## src/rtl/sram_uart_dump.sv

```systemverilog
// sram_uart_dump: reads a window of SRAM words and
// sends each word as 4 UART 8N1 bytes, LSB first.
module sram_uart_dump #(
  parameter int CLK_DIV = 434,
  parameter int ADDR_W  = 22
) (
  input  logic              clk_in,
  input  logic              rst_in,
  input  logic              dump_go,
  input  logic [ADDR_W-1:0] dump_base,
  input  logic [ADDR_W-1:0] dump_len,
  output logic              dump_busy,
  output logic              dump_done,
  output logic              mem_sram_cs,
  output logic              mem_sram_rw,
  output logic [ADDR_W-1:0] mem_sram_addr,
  output logic [31:0]       mem_sram_data_wr,
  input  logic [31:0]       mem_sram_data_rd,
  input  logic              mem_sram_done,
  output logic              uart_txd
);

  localparam int BW = (CLK_DIV > 1) ? $clog2(CLK_DIV) : 1;
  localparam logic [BW-1:0] BAUD_LAST = BW'(CLK_DIV - 1);

  typedef enum logic [2:0] {
    IDLE,
    REQ,
    TX,
    NEXT,
    FIN
  } state_t;

  state_t            state;
  logic [BW-1:0]     baud_cnt;
  logic [3:0]        bit_cnt;
  logic [1:0]        byte_idx;
  logic [31:0]       buf_q;
  logic [ADDR_W-1:0] rem;

  assign mem_sram_rw      = 1'b0;
  assign mem_sram_data_wr = '0;

  // Control FSM: fetch a word, shift out 4 frames, advance.
  always_ff @(posedge clk_in) begin
    if (rst_in) begin
      state         <= IDLE;
      baud_cnt      <= '0;
      bit_cnt       <= '0;
      byte_idx      <= '0;
      buf_q         <= '0;
      rem           <= '0;
      mem_sram_addr <= '0;
      mem_sram_cs   <= 1'b0;
      dump_busy     <= 1'b0;
      dump_done     <= 1'b0;
      uart_txd      <= 1'b1;
    end else begin
      dump_done <= 1'b0;
      unique case (state)
        IDLE: begin
          if (dump_go) begin
            mem_sram_addr <= dump_base;
            rem           <= dump_len;
            dump_busy     <= 1'b1;
            if (dump_len == '0) begin
              state <= FIN;
            end else begin
              state       <= REQ;
              mem_sram_cs <= 1'b1;
            end
          end
        end
        REQ: begin
          if (mem_sram_done) begin
            buf_q       <= mem_sram_data_rd;
            mem_sram_cs <= 1'b0;
            byte_idx    <= '0;
            bit_cnt     <= '0;
            baud_cnt    <= '0;
            uart_txd    <= 1'b0;
            state       <= TX;
          end
        end
        TX: begin
          if (baud_cnt == BAUD_LAST) begin
            baud_cnt <= '0;
            if (bit_cnt == 4'd9) begin
              bit_cnt <= '0;
              buf_q   <= buf_q >> 8;
              if (byte_idx == 2'd3) begin
                state <= NEXT;
              end else begin
                byte_idx <= byte_idx + 2'd1;
                uart_txd <= 1'b0;
              end
            end else begin
              bit_cnt  <= bit_cnt + 4'd1;
              uart_txd <= (bit_cnt == 4'd8) ? 1'b1
                                            : buf_q[bit_cnt[2:0]];
            end
          end else begin
            baud_cnt <= baud_cnt + BW'(1);
          end
        end
        NEXT: begin
          mem_sram_addr <= mem_sram_addr + ADDR_W'(1);
          rem           <= rem - ADDR_W'(1);
          if (rem == ADDR_W'(1)) begin
            state <= FIN;
          end else begin
            state       <= REQ;
            mem_sram_cs <= 1'b1;
          end
        end
        FIN: begin
          dump_done <= 1'b1;
          dump_busy <= 1'b0;
          state     <= IDLE;
        end
        default: state <= IDLE;
      endcase
    end
  end

endmodule

```

## config.mk

```make
export PLATFORM = sky130hd
export DESIGN_NAME = sram_uart_dump
export DESIGN_NICKNAME = d
export VERILOG_FILES = /design/src/rtl/sram_uart_dump.sv
export SDC_FILE = /design/constraint.sdc
export NUM_CORES = 1
export LEC_CHECK = 0
export ABC_CLOCK_PERIOD_IN_PS = 2100
export CAP_MARGIN = 30
export CORE_MARGIN = 10
export CORE_UTILIZATION = 49
export DETAILED_ROUTE_END_ITERATION = 8
export GPL_TIMING_DRIVEN = 0
export PLACE_DENSITY = 0.82
export SETUP_SLACK_MARGIN = 0.5
export SYNTH_ARGS = -nofsm -noshare
export SYNTH_HDL_FRONTEND = slang
export SYNTH_SLANG_ARGS = --single-unit
```

## constraint.sdc

```tcl
create_clock -name clk_in -period 2.1 [get_ports clk_in]
set_input_delay 0.315 -clock clk_in [delete_from_list [all_inputs] [get_ports clk_in]]
set_output_delay 0.315 -clock clk_in [all_outputs]
set_load 0.01 [all_outputs]
```

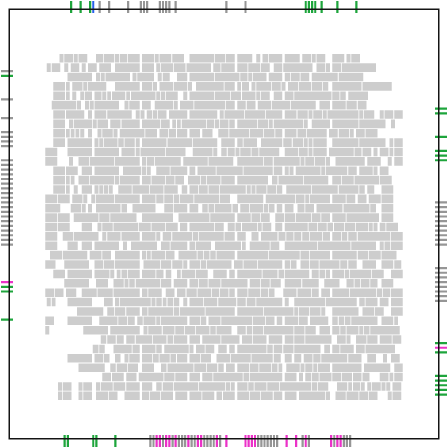
Fig. 1. Ports around the boundary (run 1).
Pins as bars across the die edge, other pins in gray.
color	port	pins	direction	edge
green	mem_sram_data_wr	32	output	13 east, 10 north, 5 south, 4 west
magenta	dump_base	22	input	20 south, 1 west, 1 east
blue	mem_sram_rw	1	output	north
all pins by edge	52 south, 32 east, 31 west, 24 north
IO buf count: 105
die width: 124.2 µm
die height: 124.2 µm

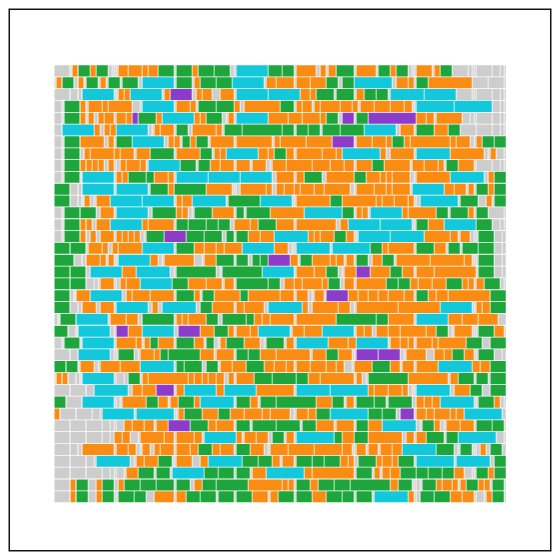
Fig. 2. Placed cells, one color a class (run 1).
Fill, decap, tap and diode cells in gray.
color	class	cells	share of their area
purple	clock drivers and dummy loads	16	2.2%
cyan	sequential cells	98	23%
green	remaining buffers and delay cells	279	30%
orange	combinational and other logic	518	45%
final non-filler cell area: 9235 µm²
standard-cell row count: 37

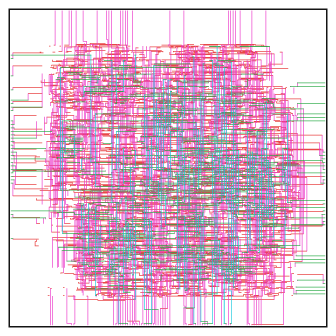
Fig. 3. Wiring by layer (run 1).
color	layer	wire length
red	metal 1	10200 µm
cyan	metal 4	2760 µm
magenta	metal 2	13100 µm
green	metal 3	4120 µm
DR WL/cell: 28.77 µm
Routed WL: 30150 µm
vias: 7492
overall global routing resource usage: 0.2866

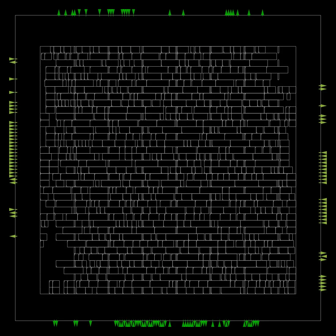
Fig. 4. Placed standard cells (run 1).
CORE AREA: 10460 µm²
Tapcells: 136
Seq cells: 98

==> run 1: what timing repair did <==
item                                    in CTS  in global routing
pin swaps                                   86                 65
gates resized                              235                166
cloned                                       8                  1
buffers inserted                            49                 40
endpoints found under the setup margin     123                 98
==> run 1: critical path: stages (launching register included) <==
cell     delay [ns]
dfxtp_2        0.41
or3_1          0.48
nor4_4         0.39
nand4_1        0.30
o21ai_1        0.27
a31oi_1        0.13
==> run 1: cells in the final DEF, fill, tap and decap left out, types with 11 or more instances in the layout <==
cell type        instances
nor2_4                  12
dfxtp_1                 60
a311oi_1                21
a21oi_1                 38
dfxtp_2                 23
o21ai_1                 11
clkdlybuf4s50_1         78
nand2_1                 74
nor2_2                  16
dfxtp_4                 15
buf_4                  100
a21oi_2                 11
dlygate4sd2_1           26
conb_1                  33
buf_6                   38
nor2_1                  40
==> run 1: final timing paths <==
path	startpoint	end	depth (start not counted)
setup reg to reg	rem[2]	mem_sram_cs	5
hold reg to reg	buf_q[16]	buf_q[8]	2
setup / recovery	rem[2]	mem_sram_cs	5
hold / removal	dump_base[10]	mem_sram_addr[10]	3
==> run 1: power by group <==
part / switching, µW / internal [µW]
registers: 291 / 2100
clock network: 823 / 570
logic: 1620 / 1400
==> run 1: sequential cells by signal (all words and copies together), names as in the netlist, 2 cells and up <==
| signal | cells |
|---|---|
| byte_idx | 2 |
| buf_q | 32 |
| mem_sram_addr | 22 |
| rem | 22 |
| baud_cnt | 9 |
| state | 3 |
| bit_cnt | 4 |
==> run 1: through the flow <==
step	worst slack (ns)	instances
6_report	-0.02748	1048
5_1_grt	0.007012	1048
4_1_cts	0.2662	1006
2_1_floorplan	0.3167	692
3_5_place_dp	-0.3888	933
3_3_place_gp	-0.3603	933
==> impl_metrics.tcl, run 1 <==
# metrics dict for downstream scripts
set metrics [dict create \
    setup_viol 1 \
    synth_area_um2 5316 \
    status "complete, but fails checks" \
    synth-seq-area-share 0.3690 \
    final.setup.worst_slack_ns -0.02748 \
    slew_viol_final 0 \
    fillers 430 \
    clkCellAreaFrac 0.02181 \
    drt_iter0_markers 1532 \
    cts.sink_count 98 \
    cts-root-buf "clkbuf_8" \
    cts_max_level 3 \
    rsz0062_at_grt "yes" \
    logic_gates 506 \
    critical_path_arrival_ns 2.39 \
    yosysChipArea_um2 5316 \
    synth-simple-area-share 0.2506 \
    endpoint_kind "flop" \
    top_cell "dfxtp_1" \
    dp_hpwl_um 13270 \
    fp_util 0.5081 \
    syn2layout_area_growth_pct 73.71 \
    inv_count 12 \
    top_layer_used "met4" \
    clk_pin_slew_ns 0.12 \
    num-clock-buffers 10 \
    antenna_found_initial 1 \
    ys_cells 660 \
    ys_sh_mux 0.01624 \
    cts_buffer_depth 2 \
    top_usage_layer "met2" \
    violations "setup timing" \
]
==> run 1 -> run 2 <==
- ABC_AREA: default -> 1
- CORE_UTILIZATION: 49 -> 51
- PLACE_DENSITY: 0.82 -> 0.83
- REMOVE_ABC_BUFFERS: default -> 1
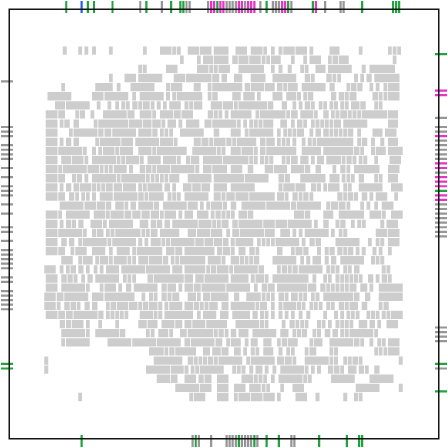
Fig. 5. Ports around the boundary (run 2).
Pins as bars across the die edge, other pins in gray.
color	port	pins	direction	edge
blue	mem_sram_rw	1	output	north
green	mem_sram_data_wr	32	output	16 north, 10 south, 4 east, 2 west
magenta	dump_base	22	input	12 north, 10 east
all pins by edge	47 north, 36 east, 32 west, 24 south
die height: 127.7 µm
die width: 127.7 µm

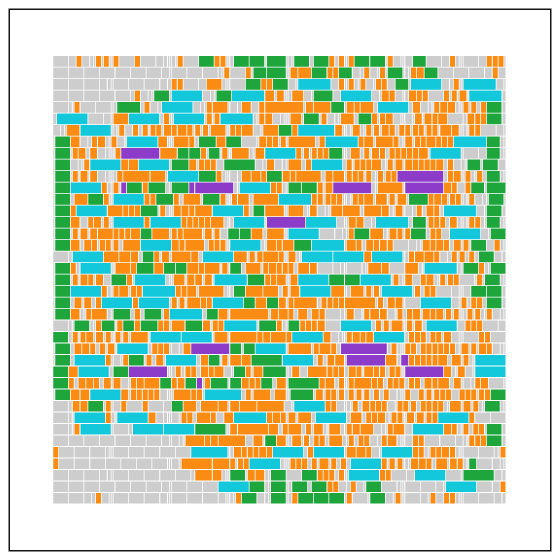
Fig. 6. Placed cells, one color a class (run 2).
Fill, decap, tap and diode cells in gray.
color	class	cells	share of their area
purple	clock drivers and dummy loads	15	3.7%
green	remaining buffers and delay cells	157	20%
orange	combinational and other logic	825	52%
cyan	sequential cells	98	25%
final non-filler cell area: 8245 µm²
standard-cell row count: 39
CORE AREA: 11370 µm²
Seq/total area: 0.2419

==> run 2 against run 1 <==
The run now ends clean. Power rose by 19%. Design area down 11%. Synthesized cell count increased by 44%. Via count shrank 9.7%. Sequential power is about 10% higher. Global-route usage down 6.8 points. Critical endpoint is now buf_q[27].
==> impl_metrics.tcl, run 2 <==
# metrics dict for downstream scripts
set metrics [dict create \
    p_sw_uw 3228 \
    drt_iter0_markers 611 \
    regMostFlops "buf_q" \
    rsz0062_at_grt "yes" \
    p_clk_uw 1750 \
    crit_cells 10 \
    cts_buffer_depth 2 \
    cp_slowest_cell "dfxtp_4" \
    pwr-share-clk 0.217 \
    pg_comb_uw 3700 \
    pg_seq_uw 2630 \
    setup_viol 0 \
    largest_register_ffs 32 \
    port_buffers 105 \
    layout.cells.most_common "nand2_1" \
    comb_power_share 0.458 \
    whs_path_depth 2 \
    power-top-group "combinational cells" \
    top_layer_used "met4" \
    synth_area_um2 5919 \
    crit_family "buffers and inverters" \
    top_regs "buf_q (32), mem_sram_addr (22), rem (22)" \
    rr_startpoint "state[0]" \
    status "completed" \
    pwr-share-seq 0.326 \
    grt_usage 0.2187 \
    fp_util 0.5206 \
    yosysChipArea_um2 5919 \
    ff2ff_path_depth 10 \
    vias 6765 \
    hold_start "rst_in" \
    routed_wl_um 19730 \
    critical_path_arrival_ns 2.09 \
    cp_cell_sequence "buf_4 -> nand3_4 -> nor2_4 -> inv_2 -> nand2_8 -> nor2_4 -> buf_12 -> nor2_4 -> clkinvlp_4 -> o21ai_1" \
    path_buffers 4 \
    p_sw_frac 0.3993 \
    clk_pin_slew_ns 0.07 \
    routedWlPerCell_um 15.94 \
    endpoint_kind "flop" \
    cts-root-buf "clkbuf_16" \
    max_stage_delay_ns 0.38 \
    slew_viol_final 0 \
    top_cell "nand2_1" \
]
[run 2: cell count changes after synthesis, sizes merged, moves of 8 or more]
cell,before,now
nand3,17,72
nand2,83,287
a22o,8,0
nor4,22,0
nor2,68,160
o21ai,30,49
inv,12,70
a21oi,53,43
nand4,10,19
a311oi,31,0
[run 2: layout make-up]
class                   instances  area, µm²  share of cell area
repair buffers                157       1575              0.1910
well taps                     143      178.9             0.02170
clock buffers                  12      236.5             0.02868
inverters                      72      330.3             0.04006
clock inverters                 3      65.06            0.007891
flip-flops and latches         98       1994              0.2419
multi-input cells             748       3827              0.4642
repair inverters                5      37.54            0.004552
[run 2: metrics by stage]
step / utilization / cell area (µm²) / std cells / setup slack (ns) / TNS, ns
floorplan: - / 5617 / 914 / -0.3506 / -14.76
finish: 0.7252 / 8245 / 1238 / 0.2922 / 0
global placement: 0.6022 / 6847 / 1162 / -2.660 / -168.02
global route: 0.7252 / 8245 / 1238 / 0.2435 / 0
detailed placement: 0.6066 / 6897 / 1165 / -1.182 / -52.75
CTS: 0.6882 / 7825 / 1226 / 0.3504 / 0
[run 2: worst paths after layout]
check                              endpoint  slack (ns)
worst max-delay path              buf_q[27]        0.29
worst min-delay path               state[2]        0.37
worst max register to register    buf_q[27]        0.29
worst min register to register  mem_sram_cs        0.45
[run 2: timing repair]
item | CTS | global route
setup buffers | 38 | 11
gates resized | 111 | 102
endpoints found under the setup margin | 117 | 99
cloned | 8 | 1
hold buffers | 0 | 0
hold endpoints to repair | 0 | 0
pin swaps | 18 | 27
[run 2: per-layer routing]
layer,GRT usage,vias to the layer above
met2,0.3981,284
met1,0.2339,3126
li1,-,3301
met3,0.06245,54
met4,0.07947,0
met5,0,-
==> run 2 -> run 3 <==
==> constraint.sdc (replaced) <==
create_clock -name clk_in -period 2.1 [get_ports clk_in]
set_input_delay 0.21 -clock clk_in [delete_from_list [all_inputs] [get_ports clk_in]]
set_output_delay 0.21 -clock clk_in [all_outputs]
set_load 0.01 [all_outputs]
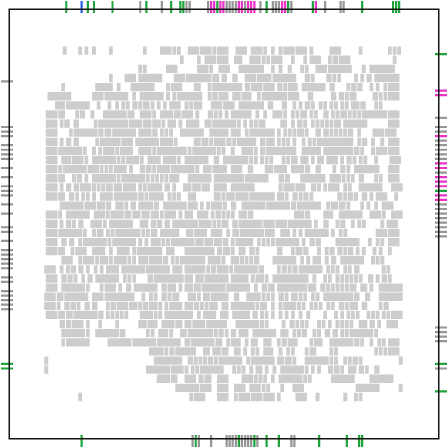
Fig. 7. Ports around the boundary (run 3).
Pins as bars across the die edge, other pins in gray.
color	port	pins	direction	edge
green	mem_sram_data_wr	32	output	16 north, 10 south, 4 east, 2 west
blue	mem_sram_rw	1	output	north
magenta	dump_base	22	input	12 north, 10 east

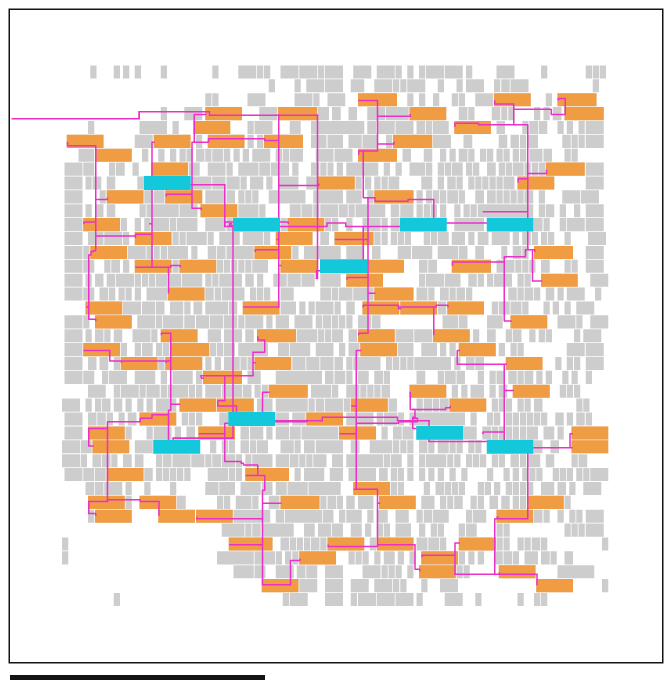
Fig. 8. Routed clock nets over the placement (run 3).
The bar under the picture is 50 µm long.
[magenta] clock wires | length: 1250 µm
[cyan] clock drivers | count: 9
[orange] flip-flops | count: 98
routed clock nets	10
Layout Skew: 0.005657 ns
Clock net power: 1760 µW
Clk pwr share: 0.216
Clock Latency Late Sink: 0.35 ns

==> run 3 against run 2 <==
Combinational power about the same. Synthesized cell count unchanged. Clock skew shrank 0.0038 ns. Power grew 0.45%. Largest cell class unchanged. Highest routed layer unchanged.
==> impl_metrics.tcl, run 3 <==
# metrics dict for downstream scripts
set metrics [dict create \
    final.setup.worst_slack_ns 0.2976 \
    top_cell "nand2_1" \
    routedWlPerCell_um 15.86 \
    p_sw_frac 0.3975 \
    p_int_uw 4894 \
    pwr-share-seq 0.324 \
    cts_max_level 3 \
    whs_path_depth 2 \
    vias 6704 \
    fp_util 0.5206 \
    placedInstanceArea_um2 6897 \
    rsz0062_at_grt "yes" \
    synth-seq-area-share 0.3314 \
    crit_family "buffers and inverters" \
    crit_top_cell "nor2_4" \
    design_area_um2 8238 \
    die_w_um 127.7 \
    p_sw_uw 3228 \
    top_layer_used "met4" \
    status "completed" \
    cts-root-buf "clkbuf_16" \
    cp_cell_sequence "buf_4 -> nand3_4 -> nor2_4 -> inv_2 -> nand2_8 -> nor2_4 -> buf_12 -> nor2_4 -> clkinvlp_4 -> o21ai_1" \
    cts_resized 88 \
    synth-simple-area-share 0.4031 \
    comb_power_share 0.460 \
    regMostFlops "buf_q" \
    hold-path-endpoint "state[2]" \
]
==> run 3: cell counts after synthesis <==
No cell type changed its count.
==> run 3: worst max-delay path by stage <==
stage,from,endpoint,slack (ns),cells past startpoint
floorplan,state[2],mem_sram_addr[13],-0.35,6
global placement,rst_in,baud_cnt[4],-2.56,3
detailed placement,state[1],buf_q[27],-1.18,9
CTS,state[0],buf_q[27],0.35,11
global route,state[1],buf_q[29],0.24,10
finish,state[0],buf_q[27],0.30,10
==> run 3: final cells by class <==
type	instances	area [µm²]	share of cell area
Multi-Input combinational cell	748	3815	0.4631
Sequential cell	98	1992	0.2418
Timing Repair Buffer	157	1587	0.1926
Inverter	72	326.6	0.03964
Clock buffer	12	236.5	0.02871
Tap cell	143	178.9	0.02172
Clock inverter	3	65.06	0.007898
Timing Repair inverter	5	37.54	0.004557
==> run 3: per-stage QoR <==
stage | TNS [ns] | utilization | cells | power [µW] | hold slack [ns]
2_1_floorplan | -14.76 | - | 914 | 4280 | 0.2791
3_3_place_gp | -162.17 | 0.6022 | 1162 | 5074 | 0.4400
3_5_place_dp | -49.48 | 0.6066 | 1165 | 5140 | 0.4415
4_1_cts | 0 | 0.6894 | 1226 | 7643 | 0.2522
5_1_grt | 0 | 0.7246 | 1238 | 8594 | 0.2771
6_report | 0 | 0.7246 | 1238 | 8122 | 0.2645
==> run 3: layer usage <==
layer / GRT usage / vias to the layer above
li1: - / 3302
met1: 0.2334 / 3107
met2: 0.3981 / 247
met3: 0.06245 / 48
met4: 0.07947 / 0
met5: 0 / -
==> run 3: power groups by stage <==
stage,clock network [µW],logic (µW),registers (µW)
final,1760,3730,2630
after global routing,1820,4090,2680
after CTS,1760,3290,2590
after detailed placement,0,2520,2620
after global placement,0,2470,2610
after floorplan,0,1700,2580
No activity file was given, so power comes from the tool's default toggle rates.
